==> src/rtl/mole_pkg.sv <==
// Shared constants and types for the whack-a-mole round controller.
// Holds mole count, FSM state encoding, LFSR taps and default seed.
package mole_pkg;

  localparam int NUM_MOLES = 18;

  // x^18 + x^11 + 1, Fibonacci form: feedback from bits 17 and 10
  localparam int LFSR_TAP_HI = 17;
  localparam int LFSR_TAP_LO = 10;

  localparam logic [NUM_MOLES-1:0] LFSR_SEED_DEF = 18'h2A5F3;

  typedef enum logic [2:0] {
    S_IDLE,
    S_LOAD,
    S_ACTIVE,
    S_REPORT,
    S_DONE
  } state_t;

endpackage

==> src/rtl/mole_lfsr.sv <==
// 18-bit Fibonacci LFSR that supplies the lit-mole pattern.
// Ports: clk, rst (async high), adv (step once), load (reload seed), q (state).
module mole_lfsr
  import mole_pkg::*;
#(
  parameter logic [NUM_MOLES-1:0] SEED = LFSR_SEED_DEF
) (
  input  logic                 clk,
  input  logic                 rst,
  input  logic                 adv,
  input  logic                 load,
  output logic [NUM_MOLES-1:0] q
);

  // An all-zero state would lock up, so a zero seed is replaced by 1.
  localparam logic [NUM_MOLES-1:0] SEED_NZ =
    (SEED == '0) ? NUM_MOLES'(1) : SEED;

  logic [NUM_MOLES-1:0] nxt;

  assign nxt = {q[NUM_MOLES-2:0], q[LFSR_TAP_HI] ^ q[LFSR_TAP_LO]};

  always_ff @(posedge clk or posedge rst) begin
    if (rst) begin
      q <= SEED_NZ;
    end else if (load) begin
      q <= SEED_NZ;
    end else if (adv) begin
      q <= nxt;
    end
  end

endmodule

==> src/rtl/mole_round_ctrl.sv <==
// Round controller: lights a random mole pattern, times the window, collects hits.
// Ports: clk, rst (async high), start, sw[17:0] in; led, whacked, round_done,
// busy, game_over, round_idx out. Define MOLE_SPEEDUP_EN to shrink the window
// by ROUND_STEP each round down to ROUND_MIN.
module mole_round_ctrl
  import mole_pkg::*;
#(
  parameter int                   ROUND_CYCLES = 50_000_000,
  parameter int                   NUM_ROUNDS   = 10,
  parameter logic [NUM_MOLES-1:0] LFSR_SEED    = LFSR_SEED_DEF,
  parameter int                   ROUND_STEP   = 2_500_000,
  parameter int                   ROUND_MIN    = 10_000_000
) (
  input  logic                 clk,
  input  logic                 rst,
  input  logic                 start,
  input  logic [NUM_MOLES-1:0] sw,
  output logic [NUM_MOLES-1:0] led,
  output logic [NUM_MOLES-1:0] whacked,
  output logic                 round_done,
  output logic                 busy,
  output logic                 game_over,
  output logic [3:0]           round_idx
);

  localparam int TW = (ROUND_CYCLES > 1) ? $clog2(ROUND_CYCLES) : 1;

  state_t state, state_nx;

  logic [NUM_MOLES-1:0] pattern;
  logic [NUM_MOLES-1:0] mask, mask_nx, hits;
  logic [NUM_MOLES-1:0] sync1, sync2, sync_prev;
  logic [TW-1:0]        timer, timer_load;
  logic [31:0]          win;
  logic                 expired, full, last_round;

  // The LFSR only steps in LOAD, so its state is the round's pattern.
  mole_lfsr #(
    .SEED (LFSR_SEED)
  ) u_lfsr (
    .clk  (clk),
    .rst  (rst),
    .adv  (state == S_LOAD),
    .load (1'b0),
    .q    (pattern)
  );

`ifdef MOLE_SPEEDUP_EN
  logic [31:0] cut;

  always_comb begin
    cut = 32'(round_idx) * 32'(ROUND_STEP);
    win = 32'(ROUND_MIN);
    if (32'(ROUND_CYCLES) > cut + 32'(ROUND_MIN))
      win = 32'(ROUND_CYCLES) - cut;
  end
`else
  logic [63:0] unused_cfg;

  assign unused_cfg = {32'(ROUND_STEP), 32'(ROUND_MIN)};
  assign win = 32'(ROUND_CYCLES);
`endif

  assign timer_load = TW'(win - 32'd1);

  // A hit is a synchronized rising edge on a lit mole during ACTIVE.
  assign hits = sync2 & ~sync_prev & pattern
              & {NUM_MOLES{state == S_ACTIVE}};
  assign mask_nx    = mask | hits;
  assign full       = (mask_nx == pattern);
  assign expired    = (timer == '0);
  assign last_round = (round_idx == 4'(NUM_ROUNDS - 1));

  always_comb begin
    state_nx = state;
    unique case (state)
      S_IDLE:   if (start) state_nx = S_LOAD;
      S_LOAD:   state_nx = S_ACTIVE;
      S_ACTIVE: if (expired || full) state_nx = S_REPORT;
      S_REPORT: state_nx = last_round ? S_DONE : S_LOAD;
      S_DONE:   state_nx = S_IDLE;
      default:  state_nx = S_IDLE;
    endcase
  end

  always_ff @(posedge clk or posedge rst) begin
    if (rst) begin
      state     <= S_IDLE;
      mask      <= '0;
      timer     <= '0;
      round_idx <= '0;
      sync1     <= '0;
      sync2     <= '0;
      sync_prev <= '0;
    end else begin
      state     <= state_nx;
      sync1     <= sw;
      sync2     <= sync1;
      sync_prev <= sync2;
      unique case (state)
        S_LOAD: begin
          mask  <= '0;
          timer <= timer_load;
        end
        S_ACTIVE: begin
          mask <= mask_nx;
          if (!expired) timer <= timer - 1'b1;
        end
        S_REPORT: begin
          if (!last_round) round_idx <= round_idx + 4'd1;
        end
        S_DONE: round_idx <= '0;
        default: ;
      endcase
    end
  end

  always_comb begin
    led        = '0;
    whacked    = '0;
    round_done = 1'b0;
    busy       = (state != S_IDLE);
    game_over  = (state == S_DONE);
    if (state == S_ACTIVE || state == S_REPORT) led = pattern;
    if (state == S_REPORT) begin
      whacked    = mask;
      round_done = 1'b1;
    end
  end

endmodule

==> config.mk <==
export PLATFORM = sky130hd
export DESIGN_NAME = mole_round_ctrl
export DESIGN_NICKNAME = d
export VERILOG_FILES = /design/src/rtl/mole_pkg.sv /design/src/rtl/mole_lfsr.sv /design/src/rtl/mole_round_ctrl.sv
export SDC_FILE = /design/constraint.sdc
export NUM_CORES = 1
export LEC_CHECK = 0
export ABC_AREA = 1
export CORE_MARGIN = 3
export CORE_UTILIZATION = 50
export CTS_CLUSTER_DIAMETER = 120
export DETAILED_ROUTE_END_ITERATION = 10
export PLACE_DENSITY = 0.76
export SYNTH_ARGS = -nofsm -noshare
export SYNTH_HDL_FRONTEND = slang
export SYNTH_SLANG_ARGS = --single-unit
==> constraint.sdc <==
create_clock -name clk -period 3.73 [get_ports clk]
set_input_delay 0.373 -clock clk [delete_from_list [all_inputs] [get_ports clk]]
set_output_delay 0.373 -clock clk [all_outputs]
set_load 0.005 [all_outputs]
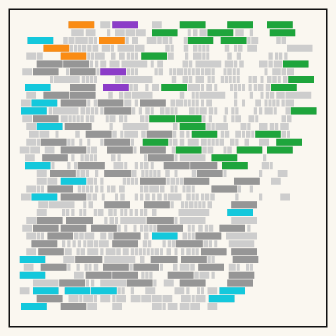
(run_1/ff_map.png)
Other sequential cells in the stronger grey, the rest of the logic in the fainter grey.
legend:
  purple:
    netlist_name: `state`
    sequential_cells: 3
  cyan:
    netlist_name: `sync1`
    sequential_cells: 18
    where: all over the die
  orange:
    netlist_name: `round_idx`
    sequential_cells: 4
    where: upper left
  green:
    netlist_name: `timer`
    sequential_cells: 26
not coloured: 72
fraction of standard cell area that is sequential: 45.8%
utilization after layout: 64.8%
power in sequential cells: 1.56 mW
sequential cell area: 3090 sq um

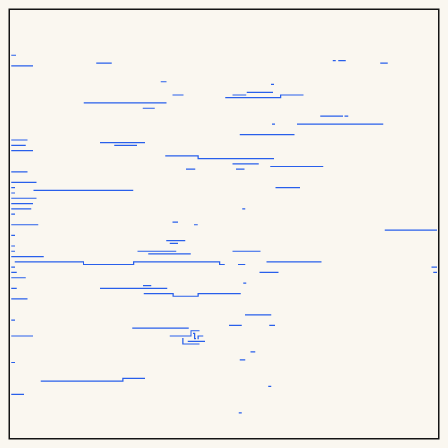
(run_1/m3.png)
share of all routed wire: 4.4%
main direction: horizontal
longest straight run: 25.3 um
wire length on this layer: 539 um
routed wire length: 12.3 mm
grt met3 use: 5.75%
vias after detailed routing: 4309

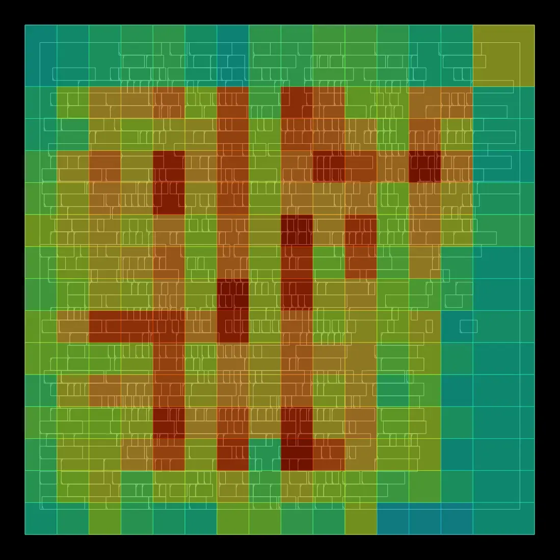
(run_1/congestion_map.png)
busiest grt layer: met2
met2 Usage GRT: 36.7%

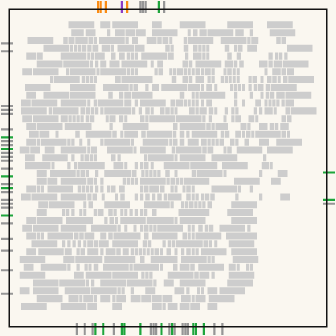
(run_1/pinout.png)
Pins as bars across the die edge, other pins in grey.
legend:
  purple:
    port: `round_done`
    pins: 1
    direction: output
    edge: top
  orange:
    port: `round_idx`
    pins: 4
    direction: output
    edge: top
  green:
    port: `whacked`
    pins: 18
    direction: output
    edge: 10 bottom, 5 left, 2 right, 1 top
all pins by edge: 27 left, 24 bottom, 10 top, 3 right
DIE WIDTH: 110 um
number of port buffers: 63
Die Y: 110 um

==> results.rst, run 1 <==
Metrics
=======

.. list-table::
   :header-rows: 1

   * - Metric
     - Value
   * - Total Negative Setup Slacks
     - 0 ps
   * - Htree depth
     - 4
   * - Estimated wirelength of the detail-placed design
     - 8.50 mm
   * - Worst path setup slack after routing
     - 801 ps
   * - GRT Util Overall
     - 22.7%
   * - Worst path top cell family by delay
     - buffers and inverters
   * - Top Metal Used
     - met4
   * - Yosys synthesis warning count
     - 0
   * - Fraction of power consumed by combinational cells
     - 20.5%
   * - Count of different cell masters after synthesis
     - 31
   * - Ys flop type
     - sky130_fd_sc_hd__dfrtp_1
   * - Internal power of the cells
     - 2.81 mW
   * - Largest register FFs
     - 26
   * - Cell area power density
     - 605 nW/um^2
   * - Post-CTS setup buffers
     - 0
   * - Number of endpoints with negative hold slack in the final report
     - 0
   * - Post-DR vias/cell
     - 5.15
   * - Worst setup slack for register-to-register paths
     - 1170 ps
   * - Result of the run
     - finished, final reports clean
   * - Count of warning messages emitted by the tools
     - 27
   * - Dominant logic cell types in the final layout
     - sky130_fd_sc_hd__nor2_1, sky130_fd_sc_hd__dfrtp_1, sky130_fd_sc_hd__nand2_1, sky130_fd_sc_hd__inv_1, sky130_fd_sc_hd__clkdlybuf4s50_1
   * - Top reg by flops
     - timer
   * - Met1 capacity usage during global routing
     - 28.5%
   * - Yosys top cell by instances
     - sky130_fd_sc_hd__nor2_1
   * - Placeable core region
     - 10400 sq um
   * - Most frequent cells after synthesis
     - sky130_fd_sc_hd__nor2_1, sky130_fd_sc_hd__dfrtp_1, sky130_fd_sc_hd__nand2_1, sky130_fd_sc_hd__inv_1, sky130_fd_sc_hd__o21ai_0
   * - Worst slew pin tran
     - 720 ps
   * - Final period util
     - 78.5%
   * - Kind of path behind the tightest hold check
     - in2reg
   * - Post-route non-filler standard cell count
     - 837
   * - Pwr Total
     - 4.08 mW
   * - Routability congestion estimate
     - 0.897
   * - Root Buffer
     - sky130_fd_sc_hd__clkbuf_8
   * - Netlist area before placement
     - 5400 sq um
   * - Number of flops mapped to enable cells by yosys
     - 0
   * - Critical path class
     - reg2out
   * - XOR Share, Synth
     - 1.79%
   * - Area reported by Yosys stat
     - 5400 sq um
   * - Worst Setup SP
     - state[2]
   * - Fraction of power consumed by sequential logic
     - 38.2%
   * - Register bit count reported by yosys
     - 123
   * - Most numerous logic cell after layout
     - sky130_fd_sc_hd__nor2_1
   * - Post-synthesis cell count from yosys
     - 617
   * - Worst Setup Start Kind
     - flip-flop
   * - Part of the power in the clock network
     - 41.3%
   * - Post-cts hold-fix buffer tally
     - 0
   * - Multiplexer fraction of the synthesized cell area
     - 0%
   * - Avg Synthesized Cell Area
     - 8.74 sq um
   * - Overall overflow remaining after global route
     - 0
   * - Chip area
     - 12100 sq um
   * - Inserted Clock Buffers
     - 17
   * - Number of slew-limit violations in the final report
     - 0
   * - Number of detailed-route iterations in the first pass
     - 5
   * - Synth-to-Final Area Change
     - 25.2%
   * - Critical Path Fanout Max
     - 20
   * - Global-route wire length before repair
     - 20.7 mm
   * - Number of non-clock inverters
     - 83
   * - R2r worst-path depth
     - 8
   * - Detailed route wirelength on metal2
     - 6.12 mm
   * - Final worst path period need
     - 2930 ps
   * - Crit path required time
     - 3360 ps
   * - Min-Delay Endpoint
     - sync1[15]
   * - Fraction of post-synthesis cell area in the top cell type by area
     - 51.9%
   * - Min-Delay Path Depth
     - 1
   * - Standard-cell row count
     - 37
   * - DRC Markers
     - 0
   * - Flops
     - 123
   * - Critical path endpoint category
     - primary output
   * - Unrepaired setup endpoints after global routing
     - false
   * - Fraction of the mapped netlist area in simple logic gates
     - 25.3%
==> run 2, diff against run 1 <==
Clock period 3.73 ns to 2.49 ns, I/O delays scaled along.
==> results.rst, run 2 <==
Metrics
=======

.. list-table::
   :header-rows: 1

   * - Metric
     - Value
   * - Result of the run
     - finished, final reports clean
   * - Avg Synthesized Cell Area
     - 8.74 sq um
   * - Internal power of the cells
     - 4.16 mW
   * - Most numerous logic cell after layout
     - sky130_fd_sc_hd__nor2_1
   * - Routability congestion estimate
     - 0.898
   * - Post-route non-filler standard cell count
     - 842
   * - Worst setup slack for register-to-register paths
     - 250 ps
   * - Critical path endpoint category
     - primary output
   * - Worst Setup Start Kind
     - flip-flop
   * - Chip area
     - 12100 sq um
   * - Yosys top cell by instances
     - sky130_fd_sc_hd__nor2_1
   * - Post-cts hold-fix buffer tally
     - 0
   * - Inserted Clock Buffers
     - 17
   * - Detailed route wirelength on metal2
     - 6.07 mm
   * - Overall overflow remaining after global route
     - 0
   * - Multiplexer fraction of the synthesized cell area
     - 0%
   * - Placeable core region
     - 10400 sq um
   * - Critical Path Fanout Max
     - 19
   * - Utilization after layout
     - 65.5%
   * - Flops
     - 123
   * - Register bit count reported by yosys
     - 123
   * - DIE WIDTH
     - 110 um
   * - Final worst path period need
     - 2370 ps
   * - Post-DR vias/cell
     - 5.12
   * - Worst slew pin tran
     - 542 ps
   * - Largest register FFs
     - 26
   * - Number of flops mapped to enable cells by yosys
     - 0
   * - Fraction of post-synthesis cell area in the top cell type by area
     - 51.9%
   * - Area reported by Yosys stat
     - 5400 sq um
   * - Most frequent cells after synthesis
     - sky130_fd_sc_hd__nor2_1, sky130_fd_sc_hd__dfrtp_1, sky130_fd_sc_hd__nand2_1, sky130_fd_sc_hd__inv_1, sky130_fd_sc_hd__o21ai_0
   * - Root Buffer
     - sky130_fd_sc_hd__clkbuf_8
   * - Post-CTS setup buffers
     - 0
   * - Power in sequential cells
     - 2.34 mW
   * - Unrepaired setup endpoints after global routing
     - false
   * - Part of the power in the clock network
     - 40.0%
   * - Dominant logic cell types in the final layout
     - sky130_fd_sc_hd__nor2_1, sky130_fd_sc_hd__dfrtp_1, sky130_fd_sc_hd__nand2_1, sky130_fd_sc_hd__inv_1, sky130_fd_sc_hd__clkdlybuf4s50_1
   * - Crit path required time
     - 2240 ps
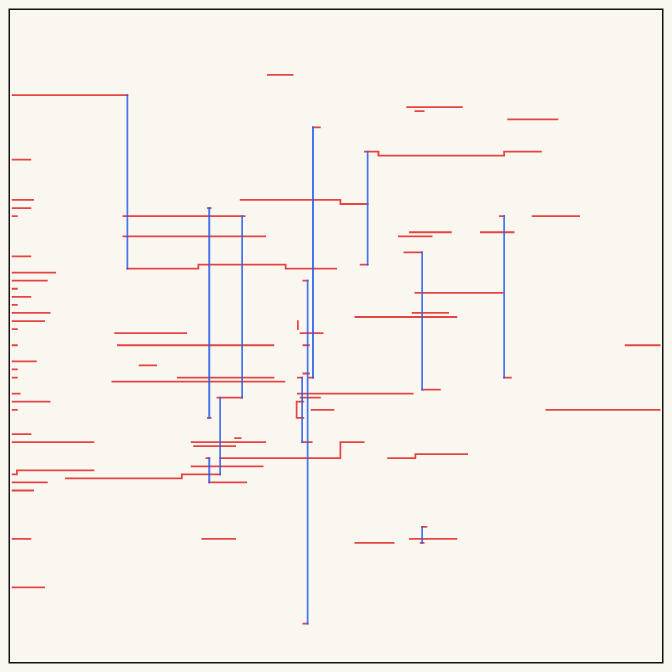
(run_2/layers.png)
Only two layers are drawn.
legend:
  red:
    layer: M3
    wire_length: 639 um
  blue:
    layer: M4
    wire_length: 295 um
vias after detailed routing: 4311
routed wire length: 12.5 mm
GRT Util Overall: 23.1%
mean routed wirelength per cell: 14.8 um

Power figures rest on the tool's default switching activity, not on a simulated workload.
